`src/rtl/clk_div_prog_if.sv`:
```
// clk_div_prog_if: divisor-write bus between a controller and clk_div_prog.
//   div_wr  : one-cycle write strobe (master -> slave)
//   div_sel : target channel of the write (master -> slave)
//   div_val : new divisor (master -> slave)
//   div_ack : write accepted, one-cycle pulse (slave -> master)
//   div_err : write rejected, one-cycle pulse (slave -> master)
interface clk_div_prog_if #(
    parameter int WIDTH = 8,
    parameter int SELW  = 1
);
    logic             div_wr;
    logic [SELW-1:0]  div_sel;
    logic [WIDTH-1:0] div_val;
    logic             div_ack;
    logic             div_err;

    modport master (output div_wr, div_sel, div_val, input div_ack, div_err);
    modport slave  (input div_wr, div_sel, div_val, output div_ack, div_err);
endinterface

```
`src/rtl/clk_div_prog.sv`:
```
// clk_div_prog: multi-channel programmable clock divider with glitch-free divisor updates.
//   clk     : system clock, rising edge
//   rst     : asynchronous, active-low reset
//   en      : per-channel run enable
//   sync    : phase-align strobe, present only when CLK_DIV_SYNC_EN is defined
//   bus     : divisor-write interface (clk_div_prog_if.slave)
//   out_clk : divided clock level per channel, high for D - floor(D/2) cycles
//   tick    : one-cycle pulse on each out_clk rising edge
// Optional feature macro: CLK_DIV_SYNC_EN.
module clk_div_prog #(
    parameter int WIDTH       = 8,
    parameter int NCH         = 2,
    parameter int SELW        = 1,
    parameter int DEFAULT_DIV = 6
) (
    input  logic             clk,
    input  logic             rst,
    input  logic [NCH-1:0]   en,
`ifdef CLK_DIV_SYNC_EN
    input  logic             sync,
`endif
    clk_div_prog_if.slave    bus,
    output logic [NCH-1:0]   out_clk,
    output logic [NCH-1:0]   tick
);
    logic [WIDTH-1:0] d_q   [NCH];
    logic [WIDTH-1:0] d_d   [NCH];
    logic [WIDTH-1:0] cnt_q [NCH];
    logic [WIDTH-1:0] cnt_d [NCH];
    logic [WIDTH-1:0] p_q   [NCH];
    logic [WIDTH-1:0] p_d   [NCH];
    logic [NCH-1:0]   pv_q, pv_d;
    logic [NCH-1:0]   out_q, out_d;
    logic [NCH-1:0]   tick_q, tick_d;
    logic [NCH-1:0]   hit, wrap, run, apply;
    logic             ack_q, ack_d;
    logic             err_q, err_d;
    logic             wr_ok;
    logic             sync_i;

`ifdef CLK_DIV_SYNC_EN
    assign sync_i = sync;
`else
    assign sync_i = 1'b0;
`endif

    always_comb begin
        wr_ok = bus.div_wr && (bus.div_val != '0) && (32'(bus.div_sel) < 32'(NCH));
        ack_d = wr_ok;
        err_d = bus.div_wr && !wr_ok;
        for (int i = 0; i < NCH; i++) begin
            hit[i]   = wr_ok && (32'(bus.div_sel) == 32'(i));
            run[i]   = en[i] && !sync_i;
            wrap[i]  = cnt_q[i] == d_q[i] - WIDTH'(1);
            // A pending divisor may only land at a period boundary or while the channel is idle.
            apply[i] = !run[i] || wrap[i];
            d_d[i]   = (apply[i] && pv_q[i]) ? p_q[i] : d_q[i];
            // The wrap consumes the prior pending value; a same-edge write re-arms it.
            pv_d[i]  = hit[i] || (pv_q[i] && !apply[i]);
            p_d[i]   = hit[i] ? bus.div_val : p_q[i];
            // Idle channels park at D-1 so the first enabled edge wraps to 0 and rises.
            cnt_d[i] = !run[i] ? d_d[i] - WIDTH'(1) : wrap[i] ? '0 : cnt_q[i] + WIDTH'(1);
            out_d[i] = run[i] && (cnt_d[i] < d_d[i] - (d_d[i] >> 1));
            tick_d[i] = run[i] && (cnt_d[i] == '0);
        end
    end

    always_ff @(posedge clk or negedge rst) begin
        if (!rst) begin
            for (int i = 0; i < NCH; i++) begin
                d_q[i]   <= WIDTH'(DEFAULT_DIV);
                cnt_q[i] <= WIDTH'(DEFAULT_DIV - 1);
                p_q[i]   <= '0;
            end
            pv_q   <= '0;
            out_q  <= '0;
            tick_q <= '0;
            ack_q  <= 1'b0;
            err_q  <= 1'b0;
        end else begin
            for (int i = 0; i < NCH; i++) begin
                d_q[i]   <= d_d[i];
                cnt_q[i] <= cnt_d[i];
                p_q[i]   <= p_d[i];
            end
            pv_q   <= pv_d;
            out_q  <= out_d;
            tick_q <= tick_d;
            ack_q  <= ack_d;
            err_q  <= err_d;
        end
    end

    assign out_clk     = out_q;
    assign tick        = tick_q;
    assign bus.div_ack = ack_q;
    assign bus.div_err = err_q;
endmodule

```
`src/flat_wrapper.sv`:
```
// flat-port wrapper written by rule: the top's interface ports become plain ports
module clk_div_prog_flat 
#(
    parameter int WIDTH       = 8,
    parameter int NCH         = 2,
    parameter int SELW        = 1,
    parameter int DEFAULT_DIV = 6
)
  (clk, rst, en, out_clk, tick, bus_div_wr, bus_div_sel, bus_div_val, bus_div_ack, bus_div_err);
  clk_div_prog_if #(.WIDTH(WIDTH), .SELW(SELW)) bus_i ();
  input  logic clk;
  input  logic rst;
  input  logic [NCH-1:0] en;
  output logic [NCH-1:0] out_clk;
  output logic [NCH-1:0] tick;
  input wire logic [$bits(bus_i.div_wr)-1:0] bus_div_wr;
  input wire logic [$bits(bus_i.div_sel)-1:0] bus_div_sel;
  input wire logic [$bits(bus_i.div_val)-1:0] bus_div_val;
  output wire logic [$bits(bus_i.div_ack)-1:0] bus_div_ack;
  output wire logic [$bits(bus_i.div_err)-1:0] bus_div_err;
  assign bus_i.div_wr = bus_div_wr;
  assign bus_i.div_sel = bus_div_sel;
  assign bus_i.div_val = bus_div_val;
  assign bus_div_ack = bus_i.div_ack;
  assign bus_div_err = bus_i.div_err;
  clk_div_prog #(.WIDTH(WIDTH), .NCH(NCH), .SELW(SELW), .DEFAULT_DIV(DEFAULT_DIV)) u_core (.clk(clk), .rst(rst), .en(en), .bus(bus_i), .out_clk(out_clk), .tick(tick));
endmodule
```
`config.mk`:
```
export PLATFORM = sky130hd
export DESIGN_NAME = clk_div_prog_flat
export DESIGN_NICKNAME = d
export VERILOG_FILES = /design/src/rtl/clk_div_prog_if.sv /design/src/rtl/clk_div_prog.sv /design/src/flat_wrapper.sv
export SDC_FILE = /design/constraint.sdc
export NUM_CORES = 1
export LEC_CHECK = 0
export CAP_MARGIN = 10
export CORE_MARGIN = 2
export CORE_UTILIZATION = 45
export DETAILED_ROUTE_END_ITERATION = 8
export PLACE_DENSITY = 0.73
export SYNTH_ARGS = -nofsm -noshare
export SYNTH_HDL_FRONTEND = slang
export SYNTH_SLANG_ARGS = --single-unit
export TNS_END_PERCENT = 50
```
`constraint.sdc`:
```
create_clock -name clk -period 7.6 [get_ports clk]
set_clock_uncertainty 0.05 [all_clocks]
set_input_delay 1.52 -clock clk [delete_from_list [all_inputs] [get_ports clk]]
set_output_delay 1.52 -clock clk [all_outputs]
set_load 0.02 [all_outputs]
```
Fig. 1: pin placement
Pins as bars across the die edge, other pins in grey.
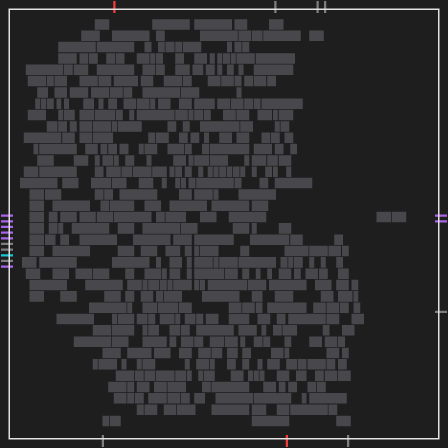
Key: out_clk = red [pins 2, direction output, edge 1 top, 1 bottom]; bus_div_val = purple [pins 8, direction input, edge 6 left, 2 right]; bus_div_err = cyan [pins 1, direction output, edge left]
All pins by edge: 10 left, 4 top, 3 right, 3 bottom.
DIE HEIGHT: 103 um
I/O Buffers: 19
Die X: 103 um

Fig. 2: clock distribution
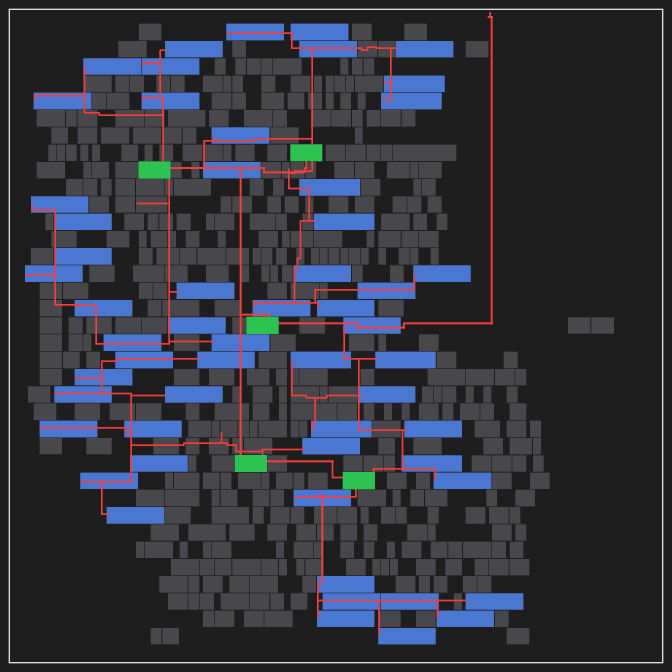
Key: clock wires = red [length 744 um]; flip-flops = blue [count 56]; clock drivers = green [count 5]
There are 6 routed clock nets.
Late-Pin Clk Latency: 320 ps
clock share of power: 0.087
Clock group: 176 uW

==> impl_metrics.py <==
# Auto-generated metrics
metrics = {
    "timing": {
        "rsz0062_at_grt": "no",
        "tns_ps": 0,
        "finalMaxSlewViolations": 0,
        "worst_pin_slew_ps": 835,
        "fmaxAchievable_ghz": 0.172,
        "setup_violations": 0,
    },
    "placement": {
        "detailed_place_hpwl_um": 7580,
        "routabilityCongestion": 0.920,
    },
    "power_and_ir_drop": {
        "pwr-share-comb": 0.641,
        "p_leak_nw": 2.03,
        "power.internal_mw": 1.07,
        "seq_power_share": 0.272,
        "ir_worst_vdd_v": 0.000243,
        "power.net_switching_uw": 962,
    },
    "worst_setup_path": {
        "path_cells": "clkdlybuf4s50_1 > inv_1 > nand2_1 > o21ai_4 > o21ai_0 > ha_1 > inv_1 > a21o_1 > a21oi_1 > maj3_1 > o211ai_1 > o211ai_1 > a21oi_1 > xnor2_1 > ha_1 > and4_1 > a2111oi_0 > o21a_1",
        "path_delay_family": "AND-OR/OR-AND gates",
        "path_buffers": 3,
        "cpPeakStageDelay_ps": 720,
        "crit_required_ps": 7820,
        "cp-startpoint": "en[1]",
        "r2r-start": "u_core.d_q[1]",
        "path_class": "input port to register",
    },
    "synth": {
        "synthesis.area_mm2": 0.00439,
        "topCellsByArea": "dfrtp_1 (27%), ha_1 (10%), mux2_2 (5.9%), xnor2_1 (5.8%), dfstp_2 (4.8%)",
        "synth.top_cell.area_share": 0.274,
        "ys_seq_share": 0.322,
        "postSynthAreaPerCell_um2": 9.64,
        "yosys_register_bits": 56,
        "synthesis.nets": 505,
        "yosys.area.top_type": "dfrtp_1",
        "ys_cells": 455,
        "syn_inst": 455,
        "synth_cell_types": 70,
    },
    "cts": {
        "path_clk_slew_ps": 100,
        "cts-root-buf": "clkbuf_8",
        "cts_buffer_depth": 2,
        "cts_tree": "yes",
        "cts_made_buffers": 5,
    },
    "outcome": {
        "status": "finished clean",
    },
    "grt": {
        "grt_overflow_total": 0,
        "grt_pass1_vias": 3329,
        "grt_start_max_net_pins": 57,
        "grt_util_all_layers": 0.195,
    },
    "detailed_routing": {
        "drt-wirelength-per-cell_um": 16.4,
        "drtAntennaViolNets": 0,
        "firstDrtPassIters": 5,
    },
    "layout": {
        "final_layout_top_logic_cell": "dfrtp_1",
        "final_layout_size_suffix_gt1_frac": 0.120,
        "final_nets": 517,
        "n_fill_cell": 906,
    },
    "hold_path": {
        "hold_path_class": "register to register",
        "hold_start": "u_core.p_q[0]",
    },
    "flow_run": {
        "maxCapViolCount": 0,
    },
    "die": {
        "rows": 36,
        "core_area_mm2": 0.00964,
        "initial_core_util": 0.455,
    },
}
Fig. 3: drive-strength map
Scale bar: 20 um.
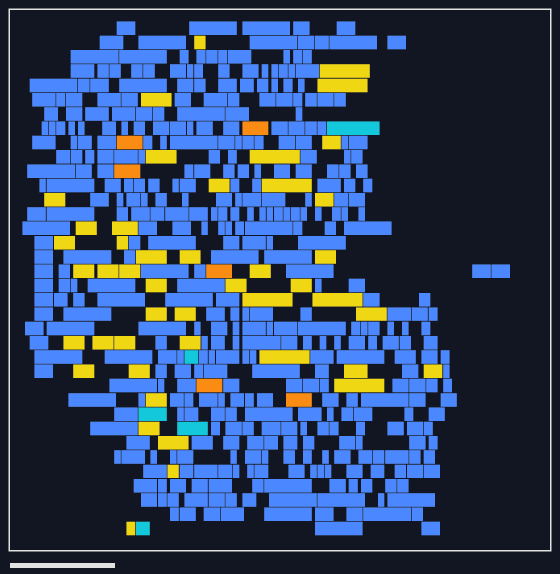
Key: _6 and larger = orange [cells 6]; _3 and _4 cells = cyan [cells 5]; _0 and _1 cells = blue [cells 412]; _2 cells = yellow [cells 45]
area delta synth->final: 8.53%
nonclk buf count: 20
setup ws final: 1790 ps
Final Cell Area: 0.00476 mm^2

==> cell type report <==
class	count	area, um^2	share of cell area
Timing Repair Buffer	20	193	0.0405
Clock buffer	7	86.3	0.0181
Multi-Input combinational cell	346	2760	0.579
Tap cell	133	166	0.0349
Sequential cell	56	1410	0.296
Inverter	38	143	0.0300
Clock inverter	1	7.51	0.00158
==> routing by layer <==
metal	vias up	GRT usage	wire (um)
met2	87	0.301	4340
li1	1685	-	-
met4	0	0.0557	187
met5	-	0	0
met1	1729	0.287	4890
met3	15	0.0285	417
==> metrics by stage <==
| stage | utilization | instances | hold slack [ps] | setup slack [ps] | instance area, um^2 |
|---|---|---|---|---|---|
| 2_1_floorplan | - | 455 | 424 | 2730 | 4390 |
| 3_3_place_gp | 0.484 | 593 | 439 | 1800 | 4670 |
| 3_5_place_dp | 0.484 | 593 | 444 | 1570 | 4670 |
| 4_1_cts | 0.494 | 601 | 468 | 1880 | 4760 |
| 5_1_grt | 0.494 | 601 | 478 | 1460 | 4760 |
| 6_report | 0.494 | 601 | 462 | 1790 | 4760 |
==> worst paths after layout <==
check / end / slack [ps] / depth (start not counted)
min in group asynchronous: u_core.d_q[4] / 1280 / 2
worst min-delay path: u_core.p_q[0] / 460 / 1
worst min register to register: u_core.p_q[0] / 460 / 1
worst max-delay path: u_core.out_clk[1] / 1790 / 18
max in group asynchronous: u_core.d_q[0] / 5760 / 2
worst max register to register: u_core.out_clk[1] / 2220 / 19
==> synthesized netlist by cell type, types with 3 or more instances <==
cell type / count
clkbuf_1: 7
or2_2: 3
o21a_1: 5
buf_2: 5
o32ai_1: 3
ha_1: 35
nand2b_1: 11
nand2_1: 18
and4_1: 3
mux2i_1: 10
o211ai_1: 5
nor2_1: 21
mux2_2: 23
and3_1: 14
nor3_1: 13
nand3_1: 12
nor4_1: 5
o311ai_0: 3
a21o_1: 6
nor2b_1: 7
o2111ai_1: 3
xor2_1: 21
o21ai_0: 11
dfrtp_1: 48
inv_1: 38
a21oi_1: 14
o22ai_1: 11
xnor2_1: 29
nand3b_1: 3
a31oi_1: 8
dfstp_2: 8
==> power groups by stage <==
stage / registers (mW) / clock network, mW / logic (mW)
global placement: 0.552 / 0 / 1.22
detailed placement: 0.557 / 0 / 1.28
global route: 0.570 / 0.190 / 1.46
finish: 0.554 / 0.176 / 1.31
floorplan: 0.483 / 0 / 1.06
CTS: 0.551 / 0.180 / 1.29
==> logic make-up after synthesis <==
group	share of synthesized area
AND-OR/OR-AND	0.181
adder cells (fa/ha/maj)	0.107
XOR/XNOR	0.0998
AND/OR/NAND/NOR	0.152
flip-flops	0.322
buffers and inverters	0.0505
multiplexers	0.0884
==> flip-flops by register name, summed over array words and instances, names as in the netlist <==
register            count
u_core.bus.div_ack      1
u_core.bus.div_err      1
u_core.cnt_q           16
u_core.d_q             16
u_core.out_clk          2
u_core.p_q             16
u_core.pv_q             2
u_core.tick             2
Power and IR drop assume default switching activity.
